[src/rtl/mem_access_if.sv]
// mem_access_if: EX request, data_ram and WB return signals of the load/store unit.
// slave = the unit itself; master = the EX/RAM/WB side driving it.
interface mem_access_if;
    logic        ex2mem_req;
    logic        mem2ex_ready;
    logic        ex2mem_we;
    logic [31:0] ex2mem_addr;
    logic [31:0] ex2mem_wdata;
    logic [1:0]  ex2mem_size;
    logic        ex2mem_unsigned;
    logic        mem2ram_we;
    logic [31:0] mem2ram_addr;
    logic [31:0] mem2ram_data;
    logic [31:0] ram2mem_data;
    logic        mem2wb_valid;
    logic [31:0] mem2wb_rdata;
    logic        mem2wb_misalign;

    modport slave (
        input  ex2mem_req, ex2mem_we, ex2mem_addr, ex2mem_wdata,
        input  ex2mem_size, ex2mem_unsigned, ram2mem_data,
        output mem2ex_ready, mem2ram_we, mem2ram_addr, mem2ram_data,
        output mem2wb_valid, mem2wb_rdata, mem2wb_misalign
    );

    modport master (
        output ex2mem_req, ex2mem_we, ex2mem_addr, ex2mem_wdata,
        output ex2mem_size, ex2mem_unsigned, ram2mem_data,
        input  mem2ex_ready, mem2ram_we, mem2ram_addr, mem2ram_data,
        input  mem2wb_valid, mem2wb_rdata, mem2wb_misalign
    );
endinterface

[src/rtl/mem_access.sv]
// mem_access: load/store unit between EX and data_ram; sub-word stores use read-modify-write.
// Ports: clk, rst (async, active-high), bus (mem_access_if.slave).
// Option: LSU_MISALIGN_TRAP_EN drops misaligned half/word accesses and flags them to WB.
module mem_access #(
    parameter int RAM_DEPTH_LOG2 = 12
) (
    input logic         clk,
    input logic         rst,
    mem_access_if.slave bus
);

    typedef enum logic [1:0] {
        IDLE,
        LOAD,
        RMW_RD,
        WRITE
    } state_t;

    state_t      state_q, state_d;
    logic [31:0] addr_q, addr_d;
    logic [15:0] wdata_q, wdata_d;
    logic [1:0]  size_q, size_d;
    logic        uns_q, uns_d;
    logic [1:0]  off_q, off_d;
    logic        we_q, we_d;
    logic [31:0] data_q, data_d;
    logic        valid_q, valid_d;
    logic [31:0] rdata_q, rdata_d;
    logic        mis_q, mis_d;

    logic [31:0] widx;
    logic [1:0]  aoff;
    logic [4:0]  sh;
    logic [31:0] lane;
    logic [31:0] ext;
    logic [31:0] mask;
    logic [31:0] ins;
    logic [31:0] merged;
    logic        unused_addr_hi;

    assign unused_addr_hi = ^bus.ex2mem_addr[31:RAM_DEPTH_LOG2+2];

    // Upper address bits are dropped so accesses wrap over the RAM.
    assign widx = {{(32-RAM_DEPTH_LOG2){1'b0}},
                   bus.ex2mem_addr[RAM_DEPTH_LOG2+1:2]};

    // Misaligned low bits are forced to 0 for half and word sizes.
    always_comb begin
        aoff = bus.ex2mem_addr[1:0];
        if (bus.ex2mem_size[1])
            aoff = 2'b00;
        else if (bus.ex2mem_size[0])
            aoff[0] = 1'b0;
    end

`ifdef LSU_MISALIGN_TRAP_EN
    logic misal;
    assign misal = (bus.ex2mem_size == 2'b01 && bus.ex2mem_addr[0]) ||
                   (bus.ex2mem_size[1] && bus.ex2mem_addr[1:0] != 2'b00);
`endif

    assign sh   = {off_q, 3'b000};
    assign lane = bus.ram2mem_data >> sh;

    always_comb begin
        if (size_q[1])
            ext = lane;
        else if (size_q[0])
            ext = {{16{lane[15] & ~uns_q}}, lane[15:0]};
        else
            ext = {{24{lane[7] & ~uns_q}}, lane[7:0]};
    end

    assign mask   = (size_q[0] ? 32'h0000_FFFF : 32'h0000_00FF) << sh;
    assign ins    = {16'h0000, wdata_q} << sh;
    assign merged = (bus.ram2mem_data & ~mask) | (ins & mask);

    always_comb begin
        state_d = state_q;
        addr_d  = addr_q;
        wdata_d = wdata_q;
        size_d  = size_q;
        uns_d   = uns_q;
        off_d   = off_q;
        we_d    = 1'b0;
        data_d  = data_q;
        valid_d = 1'b0;
        rdata_d = rdata_q;
        mis_d   = 1'b0;
        unique case (state_q)
            IDLE: begin
                if (bus.ex2mem_req) begin
`ifdef LSU_MISALIGN_TRAP_EN
                    if (misal) begin
                        valid_d = 1'b1;
                        mis_d   = 1'b1;
                        rdata_d = 32'h0;
                    end else
`endif
                    begin
                        addr_d  = widx;
                        wdata_d = bus.ex2mem_wdata[15:0];
                        size_d  = bus.ex2mem_size;
                        uns_d   = bus.ex2mem_unsigned;
                        off_d   = aoff;
                        if (!bus.ex2mem_we) begin
                            state_d = LOAD;
                        end else if (bus.ex2mem_size[1]) begin
                            state_d = WRITE;
                            we_d    = 1'b1;
                            data_d  = bus.ex2mem_wdata;
                        end else begin
                            state_d = RMW_RD;
                        end
                    end
                end
            end
            LOAD: begin
                rdata_d = ext;
                valid_d = 1'b1;
                state_d = IDLE;
            end
            RMW_RD: begin
                data_d  = merged;
                we_d    = 1'b1;
                state_d = WRITE;
            end
            WRITE: begin
                rdata_d = 32'h0;
                valid_d = 1'b1;
                state_d = IDLE;
            end
            default: state_d = IDLE;
        endcase
    end

    always_ff @(posedge clk or posedge rst) begin
        if (rst) begin
            state_q <= IDLE;
            addr_q  <= 32'h0;
            wdata_q <= 16'h0;
            size_q  <= 2'b00;
            uns_q   <= 1'b0;
            off_q   <= 2'b00;
            we_q    <= 1'b0;
            data_q  <= 32'h0;
            valid_q <= 1'b0;
            rdata_q <= 32'h0;
            mis_q   <= 1'b0;
        end else begin
            state_q <= state_d;
            addr_q  <= addr_d;
            wdata_q <= wdata_d;
            size_q  <= size_d;
            uns_q   <= uns_d;
            off_q   <= off_d;
            we_q    <= we_d;
            data_q  <= data_d;
            valid_q <= valid_d;
            rdata_q <= rdata_d;
            mis_q   <= mis_d;
        end
    end

    assign bus.mem2ex_ready    = (state_q == IDLE);
    assign bus.mem2ram_we      = we_q;
    assign bus.mem2ram_addr    = addr_q;
    assign bus.mem2ram_data    = data_q;
    assign bus.mem2wb_valid    = valid_q;
    assign bus.mem2wb_rdata    = rdata_q;
    assign bus.mem2wb_misalign = mis_q;

endmodule
[src/flat_wrapper.sv]
// flat-port wrapper written by rule: the top's interface ports become plain ports
module mem_access_flat 
#(
    parameter int RAM_DEPTH_LOG2 = 12
)
  (clk, rst, bus_ex2mem_req, bus_ex2mem_we, bus_ex2mem_addr, bus_ex2mem_wdata, bus_ex2mem_size, bus_ex2mem_unsigned, bus_ram2mem_data, bus_mem2ex_ready, bus_mem2ram_we, bus_mem2ram_addr, bus_mem2ram_data, bus_mem2wb_valid, bus_mem2wb_rdata, bus_mem2wb_misalign);
  mem_access_if bus_i ();
  input logic clk;
  input logic rst;
  input wire logic [$bits(bus_i.ex2mem_req)-1:0] bus_ex2mem_req;
  input wire logic [$bits(bus_i.ex2mem_we)-1:0] bus_ex2mem_we;
  input wire logic [$bits(bus_i.ex2mem_addr)-1:0] bus_ex2mem_addr;
  input wire logic [$bits(bus_i.ex2mem_wdata)-1:0] bus_ex2mem_wdata;
  input wire logic [$bits(bus_i.ex2mem_size)-1:0] bus_ex2mem_size;
  input wire logic [$bits(bus_i.ex2mem_unsigned)-1:0] bus_ex2mem_unsigned;
  input wire logic [$bits(bus_i.ram2mem_data)-1:0] bus_ram2mem_data;
  output wire logic [$bits(bus_i.mem2ex_ready)-1:0] bus_mem2ex_ready;
  output wire logic [$bits(bus_i.mem2ram_we)-1:0] bus_mem2ram_we;
  output wire logic [$bits(bus_i.mem2ram_addr)-1:0] bus_mem2ram_addr;
  output wire logic [$bits(bus_i.mem2ram_data)-1:0] bus_mem2ram_data;
  output wire logic [$bits(bus_i.mem2wb_valid)-1:0] bus_mem2wb_valid;
  output wire logic [$bits(bus_i.mem2wb_rdata)-1:0] bus_mem2wb_rdata;
  output wire logic [$bits(bus_i.mem2wb_misalign)-1:0] bus_mem2wb_misalign;
  assign bus_i.ex2mem_req = bus_ex2mem_req;
  assign bus_i.ex2mem_we = bus_ex2mem_we;
  assign bus_i.ex2mem_addr = bus_ex2mem_addr;
  assign bus_i.ex2mem_wdata = bus_ex2mem_wdata;
  assign bus_i.ex2mem_size = bus_ex2mem_size;
  assign bus_i.ex2mem_unsigned = bus_ex2mem_unsigned;
  assign bus_i.ram2mem_data = bus_ram2mem_data;
  assign bus_mem2ex_ready = bus_i.mem2ex_ready;
  assign bus_mem2ram_we = bus_i.mem2ram_we;
  assign bus_mem2ram_addr = bus_i.mem2ram_addr;
  assign bus_mem2ram_data = bus_i.mem2ram_data;
  assign bus_mem2wb_valid = bus_i.mem2wb_valid;
  assign bus_mem2wb_rdata = bus_i.mem2wb_rdata;
  assign bus_mem2wb_misalign = bus_i.mem2wb_misalign;
  mem_access #(.RAM_DEPTH_LOG2(RAM_DEPTH_LOG2)) u_core (.clk(clk), .rst(rst), .bus(bus_i));
endmodule
[config.mk]
export PLATFORM = sky130hd
export DESIGN_NAME = mem_access_flat
export DESIGN_NICKNAME = d
export VERILOG_FILES = /design/src/rtl/mem_access_if.sv /design/src/rtl/mem_access.sv /design/src/flat_wrapper.sv
export SDC_FILE = /design/constraint.sdc
export NUM_CORES = 1
export LEC_CHECK = 0
export CORE_MARGIN = 5
export CORE_UTILIZATION = 34
export DETAILED_ROUTE_END_ITERATION = 8
export SLEW_MARGIN = 5
export SYNTH_ARGS = -nofsm -noshare
export SYNTH_HDL_FRONTEND = slang
export SYNTH_SLANG_ARGS = --single-unit
[constraint.sdc]
create_clock -name clk -period 7.49 [get_ports clk]
set_input_delay 1.498 -clock clk [delete_from_list [all_inputs] [get_ports clk]]
set_output_delay 1.498 -clock clk [all_outputs]
set_load 0.05 [all_outputs]
Fig. 1: run 1, routed clock nets over the placement
Scale: 2 px per µm.
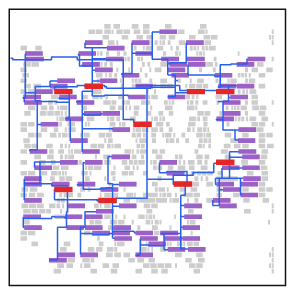
- purple: flip-flops (count 101)
- blue: clock wires (length 1,340 µm)
- red: cells driving clock nets (count 9)
- flops lie: spread over the die
- routed clock nets: 10

Fig. 2: run 1, nets reached from selected ports
Scale: 3 px per µm.
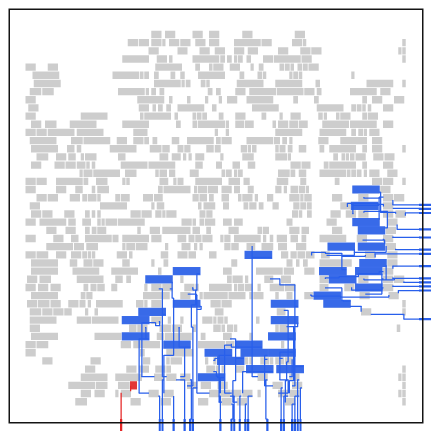
- blue: bus_mem2wb_rdata (bits 32; direction output; edge 19 bottom, 13 right; end cells 32; buffers 32; wire 1,130 µm)
- red: rst (bits 1; direction input; edge bottom; end cells 1; buffers 1; wire 11.0 µm)
Ports: 203
Buffers on Ports: 163

==> run summary, run 1 <==
n_diodes - 0
met2 GRT Util - 0.318
cell taking the most area after synthesis - dfrtp_1
Max FO, Critical Path - 8
most frequent logic cell in the layout - clkdlybuf4s50_1
LEAKAGE - 3.08 nW
Layout area overhead - 35.4%
Sequential Power Share - 0.263
Design Power - 3.77 mW
worst setup path startpoint - u_core.state_q[1]
post-CTS setup buffer count - 0
R2R setup slack - 4900 ps
combinational group share of total power - 0.608
P_int - 1.89 mW
Simple Share, Synth - 0.108
busiest layer in global routing - met2
RSZ-0062 raised after global routing - no
XORs/XNORs by Area - 0.00159
setup ws final - 4180 ps
most frequent cells in the layout - clkdlybuf4s50_1, dfrtp_1, nor2_1
seq pwr - 0.994 mW
Core Util, Final - 0.470
run status - finished, final reports clean
critical path, cell by cell - nor2_1 -> clkdlybuf4s50_1
Tightest Pin Transition - 1000 ps
worst hold-check path type - reg -> reg
Final setup viols - 0
mapped cell area - 5520 µm²
Remaining Overflow, GRT - 0
flop and latch count out of synthesis - 101
post-synth top area share - 0.458
yosys stat area - 5520 µm²
mux frac, synth - 0.0982
Root Buffer - clkbuf_16
clock sinks - 101
Synth Area in Adders - 0
final max-slew violation count - 0
ys cells - 569
Clk pin slew, worst setup/hold paths - 70 ps
Synth Flop Type - dfrtp_1
vias per cell - 5.42
period utilization - 0.442
Fig. 3: run 1, cell outlines without signal wires
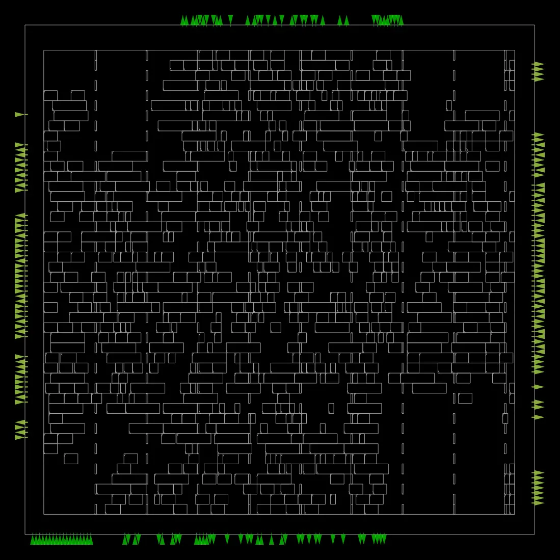
FFs & Latches: 101
# rows: 46
# fillers: 1,524
Core Area: 15,900 µm²
Finished Layout Cells: 921

Fig. 4: run 1, placement by cell class
Scale: 2 px per µm.
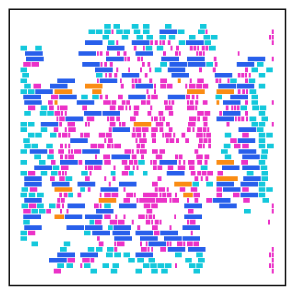
- orange: clock drivers and dummy loads (cells 16)
- cyan: other buffers and delay cells (cells 170)
- blue: flip-flops (cells 101)
- magenta: all other logic (cells 418)

-- run 1: layout make-up --
class                   instances  area (µm²)
well taps                     216         270
clock buffers                  12         267
flip-flops and latches        101        2530
repair buffers                170        1680
multi-input cells             405        2620
inverters                      13        51.3
fillers                      1524        8420
clock inverters                 4        45.0
-- run 1: sequential cells by signal, summed over array words and instances (netlist names) --
signal	cells
u_core.bus.mem2ram_data	32
u_core.state_q	2
u_core.bus.mem2wb_rdata	32
u_core.size_q	2
u_core.bus.mem2ram_addr	12
u_core.uns_q	1
u_core.bus.mem2ram_we	1
u_core.bus.mem2wb_valid	1
u_core.off_q	2
u_core.wdata_q	16
==> inputs of run 2 (changes only) <==
==> constraint.sdc (replaced) <==
create_clock -name clk -period 3.2 [get_ports clk]
set_input_delay 0.64 -clock clk [delete_from_list [all_inputs] [get_ports clk]]
set_output_delay 0.64 -clock clk [all_outputs]
set_load 0.05 [all_outputs]
Fig. 5: run 2, cell outlines without signal wires
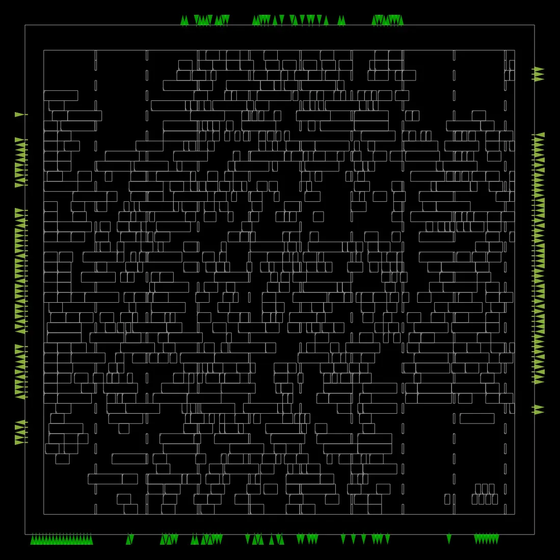
TAP cells: 216
Core Util, Final: 0.474
Finished Layout Cells: 926
flop share of the area: 0.335
# fillers: 1,541

Fig. 6: run 2, placement by cell class
Scale: 2 px per µm.
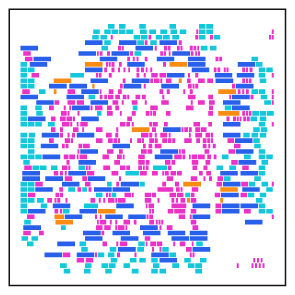
- blue: flip-flops (cells 101)
- magenta: all other logic (cells 418)
- cyan: other buffers and delay cells (cells 175)
- orange: clock drivers and dummy loads (cells 16)

==> run 2 against run 1 <==
Wire length up 0.60%; synthesized area unchanged; via count down 0.74%; critical path depth unchanged; critical path type unchanged; largest cell class unchanged; core utilization up 0.44 points; flip-flop count unchanged.
==> run summary, run 2 <==
Post-DRT Antenna Nets - 0
Core Area - 15,900 µm²
R2R setup slack - 800 ps
Compound-Gate Fraction of Synth Area - 0.253
Layout area overhead - 36.7%
Async SR Flop Fraction - 1.00
mux frac, synth - 0.0982
Synth Area in Adders - 0
run status - finished, final reports clean
PwrDens - 1170 nW/µm²
comb area leader - AND-OR/OR-AND gates
Critical Path RT - 2560 ps
post-CTS setup buffer count - 0
detailed placer's ending HPWL - 13,900 µm
worst r2r path cells - 5
flop and latch count out of synthesis - 101
WL/cell - 19.9 µm
Simple Share, Synth - 0.108
Hold Path Depth - 1
initial antenna violation count - 0
routed vias - 4,958
vias per cell - 5.35
LEAKAGE - 3.11 nW
Slew HR - 0.472
critical path arrival - 1810 ps
Insertion Delay late pin - 350 ps
initial drt markers - 360
chip area - 18,900 µm²
top post-synthesis cells by count - dfrtp_1, nor2_1, a21oi_1
n_diodes - 0
vias in the first global route - 4,947
RR Endpoint - u_core.bus.mem2ram_data[23]
Post-Synthesis Cells - 569
Design Power - 8.83 mW
most frequent logic cell in the layout - clkdlybuf4s50_1
Synth Flop Type - dfrtp_1
period utilization - 0.765
Die Ht - 137 µm
XORs/XNORs by Area - 0.00159
design area - 7540 µm²
post-synth top area share - 0.458
worst setup path startpoint - u_core.state_q[1]
htree depth - 3
Tightest Pin Transition - 793 ps
worst stage delay on the critical path - 830 ps
clock sinks - 101
ys cells - 569
yosys stat area - 5520 µm²
first-pass GRT wire length - 28,000 µm
# rows - 46
critical path, cell by cell - nor2_1 -> clkdlybuf4s50_1
setup ws final - 753 ps
Remaining Overflow, GRT - 0
Final setup viols - 0
Seq/Total Area, Yosys - 0.458
largest net degree at the start of global routing - 47
RSZ-0062 raised after global routing - no
Hold Buf Count CTS - 0
worst hold-check path type - reg -> reg
Setup crit end - bus_mem2ex_ready
fin crit period - 2450 ps
Root Buffer - clkbuf_16
Cell Type Count - 51
slowest CP cell - clkdlybuf4s50_1
Clk pin slew, worst setup/hold paths - 70 ps
endpoints failing hold - 0
mapped cell area - 5520 µm²
Max FO, Critical Path - 8
Buffers on Ports - 163
Log Warnings - 44
final max-slew violation count - 0
Ports - 203
Yosys top cell by instances - dfrtp_1
most frequent cells in the layout - clkdlybuf4s50_1, dfrtp_1, nor2_1
cell taking the most area after synthesis - dfrtp_1
DRT Wirelength - 18,400 µm
crit start category - register
critical path class - reg -> out
Fig. 7: run 2, routed clock nets over the placement
Scale: 2 px per µm.
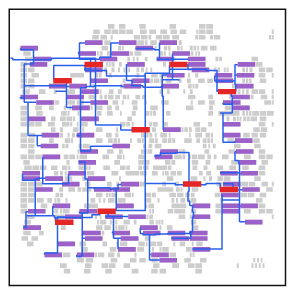
- red: cells driving clock nets (count 9)
- purple: flip-flops (count 101)
- blue: clock wires (length 1,330 µm)
- routed clock nets: 10

[run 2: report_power, final]
| group | switching, mW | internal [mW] |
|---|---|---|
| Sequential | 0.539 | 1.88 |
| Clock | 0.468 | 0.622 |
| Combinational | 3.40 | 1.92 |
[run 2: area by class of cell]
cell class                      count  area [µm²]
Fill cell                        1541        8350
Multi-Input combinational cell    405        2620
Sequential cell                   101        2530
Timing Repair Buffer              175        1770
Tap cell                          216         270
Clock buffer                       11         243
Inverter                           13        52.6
Clock inverter                      5        50.0
[run 2: per-layer routing]
metal	GRT usage	wire [µm]
met4	0.0499	280
met2	0.309	8650
met3	0.0526	1520
met5	0	0
met1	0.264	7980
[run 2: critical path: cells and delay by family (launching register included)]
family / cells / cell delay [ps]
and+or+nand+nor: 1 / 150
DFF: 1 / 470
buffers and inverters: 1 / 830
Power is estimated from default activity; no workload was simulated.
